[config.mk]
export PLATFORM = sky130hd
export DESIGN_NAME = gf_serial_sequencer_flat
export DESIGN_NICKNAME = d
export VERILOG_FILES = /design/src/rtl/gf_serial_sequencer_if.sv /design/src/rtl/gf_serial_sequencer.sv /design/src/flat_wrapper.sv
export SDC_FILE = /design/constraint.sdc
export NUM_CORES = 1
export LEC_CHECK = 0
export CAP_MARGIN = 5
export CORE_UTILIZATION = 54
export DETAILED_ROUTE_END_ITERATION = 10
export PLACE_DENSITY = 0.85
export SLEW_MARGIN = 20
export SYNTH_ARGS = -nofsm -noshare
export SYNTH_HDL_FRONTEND = slang
export SYNTH_SLANG_ARGS = --single-unit
[constraint.sdc]
create_clock -name clk -period 18.3 [get_ports clk]
set_clock_uncertainty 0.2 [all_clocks]
set_input_delay 4.575 -clock clk [delete_from_list [all_inputs] [get_ports clk]]
set_output_delay 4.575 -clock clk [all_outputs]
set_load 0.02 [all_outputs]
[src/rtl/gf_serial_sequencer_if.sv]
// Request/result and serial-stream bundle between the GF serial sequencer and its neighbours.
// slave = sequencer side, master = producer/consumer and serial top-level side.
interface gf_serial_sequencer_if #(
  parameter int unsigned DATA_WIDTH = 32
);
  localparam int unsigned GW = $clog2(DATA_WIDTH) + 1;

  logic                      req_valid;
  logic                      req_ready;
  logic [3:0]                req_func;
  logic [DATA_WIDTH-1:0]     req_a;
  logic [DATA_WIDTH-1:0]     req_b;
  logic [GW-1:0]             req_grade;
  logic [DATA_WIDTH:0]       req_poly;
  logic [2*DATA_WIDTH-1:0]   req_red;

  logic                      sum_funct;
  logic                      exp_funct;
  logic                      red_funct;
  logic                      carry_option;

  logic                      ser_a;
  logic                      ser_b;
  logic                      ser_grade;
  logic                      ser_poly;
  logic                      ser_red;
  logic                      enable;
  logic                      ser_out;
  logic                      ser_out_mult;

  logic                      res_valid;
  logic                      res_ready;
  logic [DATA_WIDTH-1:0]     res_out;
  logic [2*DATA_WIDTH-1:0]   res_mult;

  modport slave (
    input  req_valid, req_func, req_a, req_b, req_grade, req_poly, req_red,
    input  ser_out, ser_out_mult, res_ready,
    output req_ready, sum_funct, exp_funct, red_funct, carry_option,
    output ser_a, ser_b, ser_grade, ser_poly, ser_red, enable,
    output res_valid, res_out, res_mult
  );

  modport master (
    output req_valid, req_func, req_a, req_b, req_grade, req_poly, req_red,
    output ser_out, ser_out_mult, res_ready,
    input  req_ready, sum_funct, exp_funct, red_funct, carry_option,
    input  ser_a, ser_b, ser_grade, ser_poly, ser_red, enable,
    input  res_valid, res_out, res_mult
  );
endinterface

[src/rtl/gf_serial_sequencer.sv]
// Serialises one GF request into the serial top level, runs it, and deserialises the results.
// Define GF_SEQ_PERF_EN to add the op_count / busy_cycles performance counters.
module gf_serial_sequencer #(
  parameter int unsigned DATA_WIDTH  = 32,
  parameter int unsigned EXEC_CYCLES = 1,
  parameter int unsigned OUT_LAT     = 1
) (
  input  logic                   clk,
  input  logic                   reset,
  gf_serial_sequencer_if.slave   bus
`ifdef GF_SEQ_PERF_EN
  ,
  output logic [15:0]            op_count,
  output logic [31:0]            busy_cycles
`endif
);
  localparam int unsigned W  = DATA_WIDTH;
  localparam int unsigned W2 = 2 * DATA_WIDTH;
  localparam int unsigned CW = $clog2(W2) + 1;

  typedef enum logic [2:0] {StIdle, StShift, StExec, StWait, StCapture, StDone} state_e;

  state_e          state_q;
  logic [CW-1:0]   cnt_q;
  logic            req_ready_q;
  logic [3:0]      func_q;
  logic            enable_q;
  logic            res_valid_q;
  logic [W-1:0]    res_out_q;
  logic [W2-1:0]   res_mult_q;
  // Each stream is right-aligned in a 2W window and shifted out MSB first; the
  // window drains to zero by the end of SHIFT, so the lines idle low afterwards.
  logic [W2-1:0]   sh_a_q, sh_b_q, sh_grade_q, sh_poly_q, sh_red_q;

  always_ff @(posedge clk or posedge reset) begin
    if (reset) begin
      state_q     <= StIdle;
      cnt_q       <= '0;
      req_ready_q <= 1'b1;
      func_q      <= '0;
      enable_q    <= 1'b0;
      res_valid_q <= 1'b0;
      res_out_q   <= '0;
      res_mult_q  <= '0;
      sh_a_q      <= '0;
      sh_b_q      <= '0;
      sh_grade_q  <= '0;
      sh_poly_q   <= '0;
      sh_red_q    <= '0;
    end else begin
      unique case (state_q)
        StIdle: begin
          if (bus.req_valid && req_ready_q) begin
            func_q      <= bus.req_func;
            sh_a_q      <= W2'(bus.req_a);
            sh_b_q      <= W2'(bus.req_b);
            sh_grade_q  <= W2'(bus.req_grade);
            sh_poly_q   <= W2'(bus.req_poly);
            sh_red_q    <= bus.req_red;
            cnt_q       <= '0;
            req_ready_q <= 1'b0;
            state_q     <= StShift;
          end
        end
        StShift: begin
          sh_a_q     <= {sh_a_q[W2-2:0], 1'b0};
          sh_b_q     <= {sh_b_q[W2-2:0], 1'b0};
          sh_grade_q <= {sh_grade_q[W2-2:0], 1'b0};
          sh_poly_q  <= {sh_poly_q[W2-2:0], 1'b0};
          sh_red_q   <= {sh_red_q[W2-2:0], 1'b0};
          if (cnt_q == CW'(W2 - 1)) begin
            cnt_q    <= '0;
            enable_q <= 1'b1;
            state_q  <= StExec;
          end else begin
            cnt_q <= cnt_q + CW'(1);
          end
        end
        StExec: begin
          if (cnt_q == CW'(EXEC_CYCLES - 1)) begin
            cnt_q    <= '0;
            enable_q <= 1'b0;
            state_q  <= (OUT_LAT == 0) ? StCapture : StWait;
          end else begin
            cnt_q <= cnt_q + CW'(1);
          end
        end
        StWait: begin
          if (cnt_q == CW'(OUT_LAT - 1)) begin
            cnt_q   <= '0;
            state_q <= StCapture;
          end else begin
            cnt_q <= cnt_q + CW'(1);
          end
        end
        StCapture: begin
          res_mult_q <= {res_mult_q[W2-2:0], bus.ser_out_mult};
          // Only the first W result bits are meaningful for the W-wide output.
          if (cnt_q < CW'(W)) res_out_q <= {res_out_q[W-2:0], bus.ser_out};
          if (cnt_q == CW'(W2 - 1)) begin
            cnt_q       <= '0;
            res_valid_q <= 1'b1;
            state_q     <= StDone;
          end else begin
            cnt_q <= cnt_q + CW'(1);
          end
        end
        StDone: begin
          if (bus.res_ready) begin
            cnt_q       <= '0;
            res_valid_q <= 1'b0;
            req_ready_q <= 1'b1;
            state_q     <= StIdle;
          end
        end
        default: state_q <= StIdle;
      endcase
    end
  end

  assign bus.req_ready    = req_ready_q;
  assign bus.sum_funct    = func_q[3];
  assign bus.exp_funct    = func_q[2];
  assign bus.red_funct    = func_q[1];
  assign bus.carry_option = func_q[0];
  assign bus.ser_a        = sh_a_q[W2-1];
  assign bus.ser_b        = sh_b_q[W2-1];
  assign bus.ser_grade    = sh_grade_q[W2-1];
  assign bus.ser_poly     = sh_poly_q[W2-1];
  assign bus.ser_red      = sh_red_q[W2-1];
  assign bus.enable       = enable_q;
  assign bus.res_valid    = res_valid_q;
  assign bus.res_out      = res_out_q;
  assign bus.res_mult     = res_mult_q;

`ifdef GF_SEQ_PERF_EN
  always_ff @(posedge clk or posedge reset) begin
    if (reset) begin
      op_count    <= '0;
      busy_cycles <= '0;
    end else begin
      if (state_q == StDone && bus.res_ready) op_count <= op_count + 16'd1;
      if (state_q != StIdle && busy_cycles != '1) busy_cycles <= busy_cycles + 32'd1;
    end
  end
`endif
endmodule

[src/flat_wrapper.sv]
// flat-port wrapper written by rule: the top's interface ports become plain ports
module gf_serial_sequencer_flat 
#(
  parameter int unsigned DATA_WIDTH  = 32,
  parameter int unsigned EXEC_CYCLES = 1,
  parameter int unsigned OUT_LAT     = 1
)
  (clk, reset, bus_req_valid, bus_req_func, bus_req_a, bus_req_b, bus_req_grade, bus_req_poly, bus_req_red, bus_ser_out, bus_ser_out_mult, bus_res_ready, bus_req_ready, bus_sum_funct, bus_exp_funct, bus_red_funct, bus_carry_option, bus_ser_a, bus_ser_b, bus_ser_grade, bus_ser_poly, bus_ser_red, bus_enable, bus_res_valid, bus_res_out, bus_res_mult);
  gf_serial_sequencer_if #(.DATA_WIDTH(DATA_WIDTH)) bus_i ();
  input  logic clk;
  input  logic reset;
  input wire logic [$bits(bus_i.req_valid)-1:0] bus_req_valid;
  input wire logic [$bits(bus_i.req_func)-1:0] bus_req_func;
  input wire logic [$bits(bus_i.req_a)-1:0] bus_req_a;
  input wire logic [$bits(bus_i.req_b)-1:0] bus_req_b;
  input wire logic [$bits(bus_i.req_grade)-1:0] bus_req_grade;
  input wire logic [$bits(bus_i.req_poly)-1:0] bus_req_poly;
  input wire logic [$bits(bus_i.req_red)-1:0] bus_req_red;
  input wire logic [$bits(bus_i.ser_out)-1:0] bus_ser_out;
  input wire logic [$bits(bus_i.ser_out_mult)-1:0] bus_ser_out_mult;
  input wire logic [$bits(bus_i.res_ready)-1:0] bus_res_ready;
  output wire logic [$bits(bus_i.req_ready)-1:0] bus_req_ready;
  output wire logic [$bits(bus_i.sum_funct)-1:0] bus_sum_funct;
  output wire logic [$bits(bus_i.exp_funct)-1:0] bus_exp_funct;
  output wire logic [$bits(bus_i.red_funct)-1:0] bus_red_funct;
  output wire logic [$bits(bus_i.carry_option)-1:0] bus_carry_option;
  output wire logic [$bits(bus_i.ser_a)-1:0] bus_ser_a;
  output wire logic [$bits(bus_i.ser_b)-1:0] bus_ser_b;
  output wire logic [$bits(bus_i.ser_grade)-1:0] bus_ser_grade;
  output wire logic [$bits(bus_i.ser_poly)-1:0] bus_ser_poly;
  output wire logic [$bits(bus_i.ser_red)-1:0] bus_ser_red;
  output wire logic [$bits(bus_i.enable)-1:0] bus_enable;
  output wire logic [$bits(bus_i.res_valid)-1:0] bus_res_valid;
  output wire logic [$bits(bus_i.res_out)-1:0] bus_res_out;
  output wire logic [$bits(bus_i.res_mult)-1:0] bus_res_mult;
  assign bus_i.req_valid = bus_req_valid;
  assign bus_i.req_func = bus_req_func;
  assign bus_i.req_a = bus_req_a;
  assign bus_i.req_b = bus_req_b;
  assign bus_i.req_grade = bus_req_grade;
  assign bus_i.req_poly = bus_req_poly;
  assign bus_i.req_red = bus_req_red;
  assign bus_i.ser_out = bus_ser_out;
  assign bus_i.ser_out_mult = bus_ser_out_mult;
  assign bus_i.res_ready = bus_res_ready;
  assign bus_req_ready = bus_i.req_ready;
  assign bus_sum_funct = bus_i.sum_funct;
  assign bus_exp_funct = bus_i.exp_funct;
  assign bus_red_funct = bus_i.red_funct;
  assign bus_carry_option = bus_i.carry_option;
  assign bus_ser_a = bus_i.ser_a;
  assign bus_ser_b = bus_i.ser_b;
  assign bus_ser_grade = bus_i.ser_grade;
  assign bus_ser_poly = bus_i.ser_poly;
  assign bus_ser_red = bus_i.ser_red;
  assign bus_enable = bus_i.enable;
  assign bus_res_valid = bus_i.res_valid;
  assign bus_res_out = bus_i.res_out;
  assign bus_res_mult = bus_i.res_mult;
  gf_serial_sequencer #(.DATA_WIDTH(DATA_WIDTH), .EXEC_CYCLES(EXEC_CYCLES), .OUT_LAT(OUT_LAT)) u_core (.clk(clk), .reset(reset), .bus(bus_i));
endmodule
**Placement by cell class**

Bar = 50 um. Fill, decap, tap and diode cells in grey.
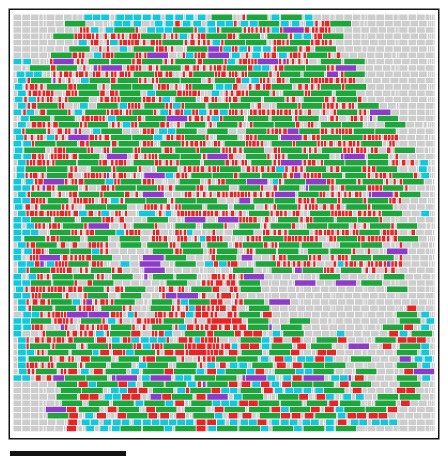
colour	class	cells	share of their area
cyan	remaining buffers and delay cells	298	14%
green	registers	433	50%
purple	clock drivers and dummy loads	76	6.3%
red	remaining logic cells	1316	30%
Finished Core Util: 0.682
core area: 32500 um^2
flop share of the area: 0.488
post-route cell area: 22200 um^2

==> metrics.cfg <==
[layout]
area_growth_pct=24.1
fin_cells=2569
diodes=4
buffers=298
n_fill_cell=2409
num-multi-input-gates=1309

[final_timing]
rsz0062_at_grt=no
timing.final.crit_share=0.388
slew_violations=0
tns_ps=0
max_freq_ghz=0.141
final_hold_viol_count=0
relSlewSlack=0.276

[clock_tree]
htree_levels=2
cts_tree=done
post_cts_resize_count=0
cts.sink_count=433
cts_hold_buf=0

[route]
drtAntennaViolNets=0
drc=0
wl_met3_um=2080
wl_met2_um=20000
drt_iter0_drc=1167
viasPerCell=5.43

[outcome]
status=finished clean

[die]
fp.dieH_um=184
ios=285

[synthesis]
yosysMostFrequentCell=nand2_1
synthAoiAreaFrac=0.0679
netlist_instances=1887
synth.distinct_cells=39
top_logic_kind=simple AND/OR/NAND/NOR gates
fp_nets=2066
adder_share=0.00140
synthArstFlopShare=1.00

[critical_path]
critPathKind=in2reg
rrSetupSlack_ps=14870
start_kind=primary input
crit_chain=clkdlybuf4s50_1 > nand2_1 > nor4_4 > buf_4 > buf_4 > nand2_1 > a31oi_1

[global_route]
grt_max_degree=233
grt_pass1_wl_um=65300
grt_overflow=0

[placement]
placed_area_um2=20800

[power]
cellPowerDensity_nw_per_um2=86.6
seqPwrFrac=0.506
power_leader=registers
switchingPower_w=0.000412

**Wire density map**

37 x 37 tiles, from black (low) to pale yellow (high), scaled to the fullest tile. Values are wire area over tile area, all layers added.
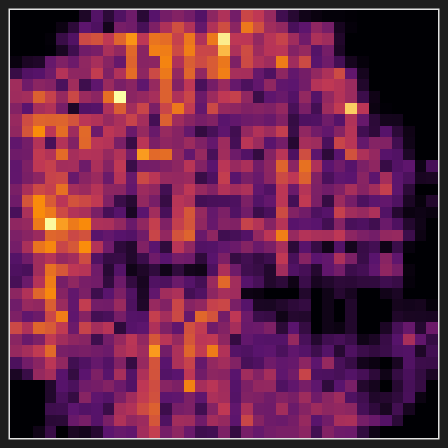
nearly empty tiles	11%
tiles over half the peak	14%
mean over tiles	0.19
WL final: 39700 um
routed length per instance: 15.4 um
GRT Util Overall: 0.235
DR vias: 14000

[path summary, 6_finish.rpt]
check	depth (start not counted)	start	to
setup / recovery	7	bus_req_valid	u_core.sh_a_q[6]$_DFFE_PP0P_
hold / removal	2	u_core.sh_b_q[31]$_DFFE_PP0P_	u_core.sh_b_q[32]$_DFFE_PP0P_
setup reg to reg	6	u_core.state_q[1]$_DFFE_PP0P_	u_core.sh_red_q[58]$_DFFE_PP0P_
hold reg to reg	2	u_core.sh_b_q[31]$_DFFE_PP0P_	u_core.sh_b_q[32]$_DFFE_PP0P_
max in group asynchronous	4	reset	u_core.sh_grade_q[21]$_DFFE_PP0P_
min in group asynchronous	2	reset	u_core.bus.res_mult[63]$_DFFE_PP0N_
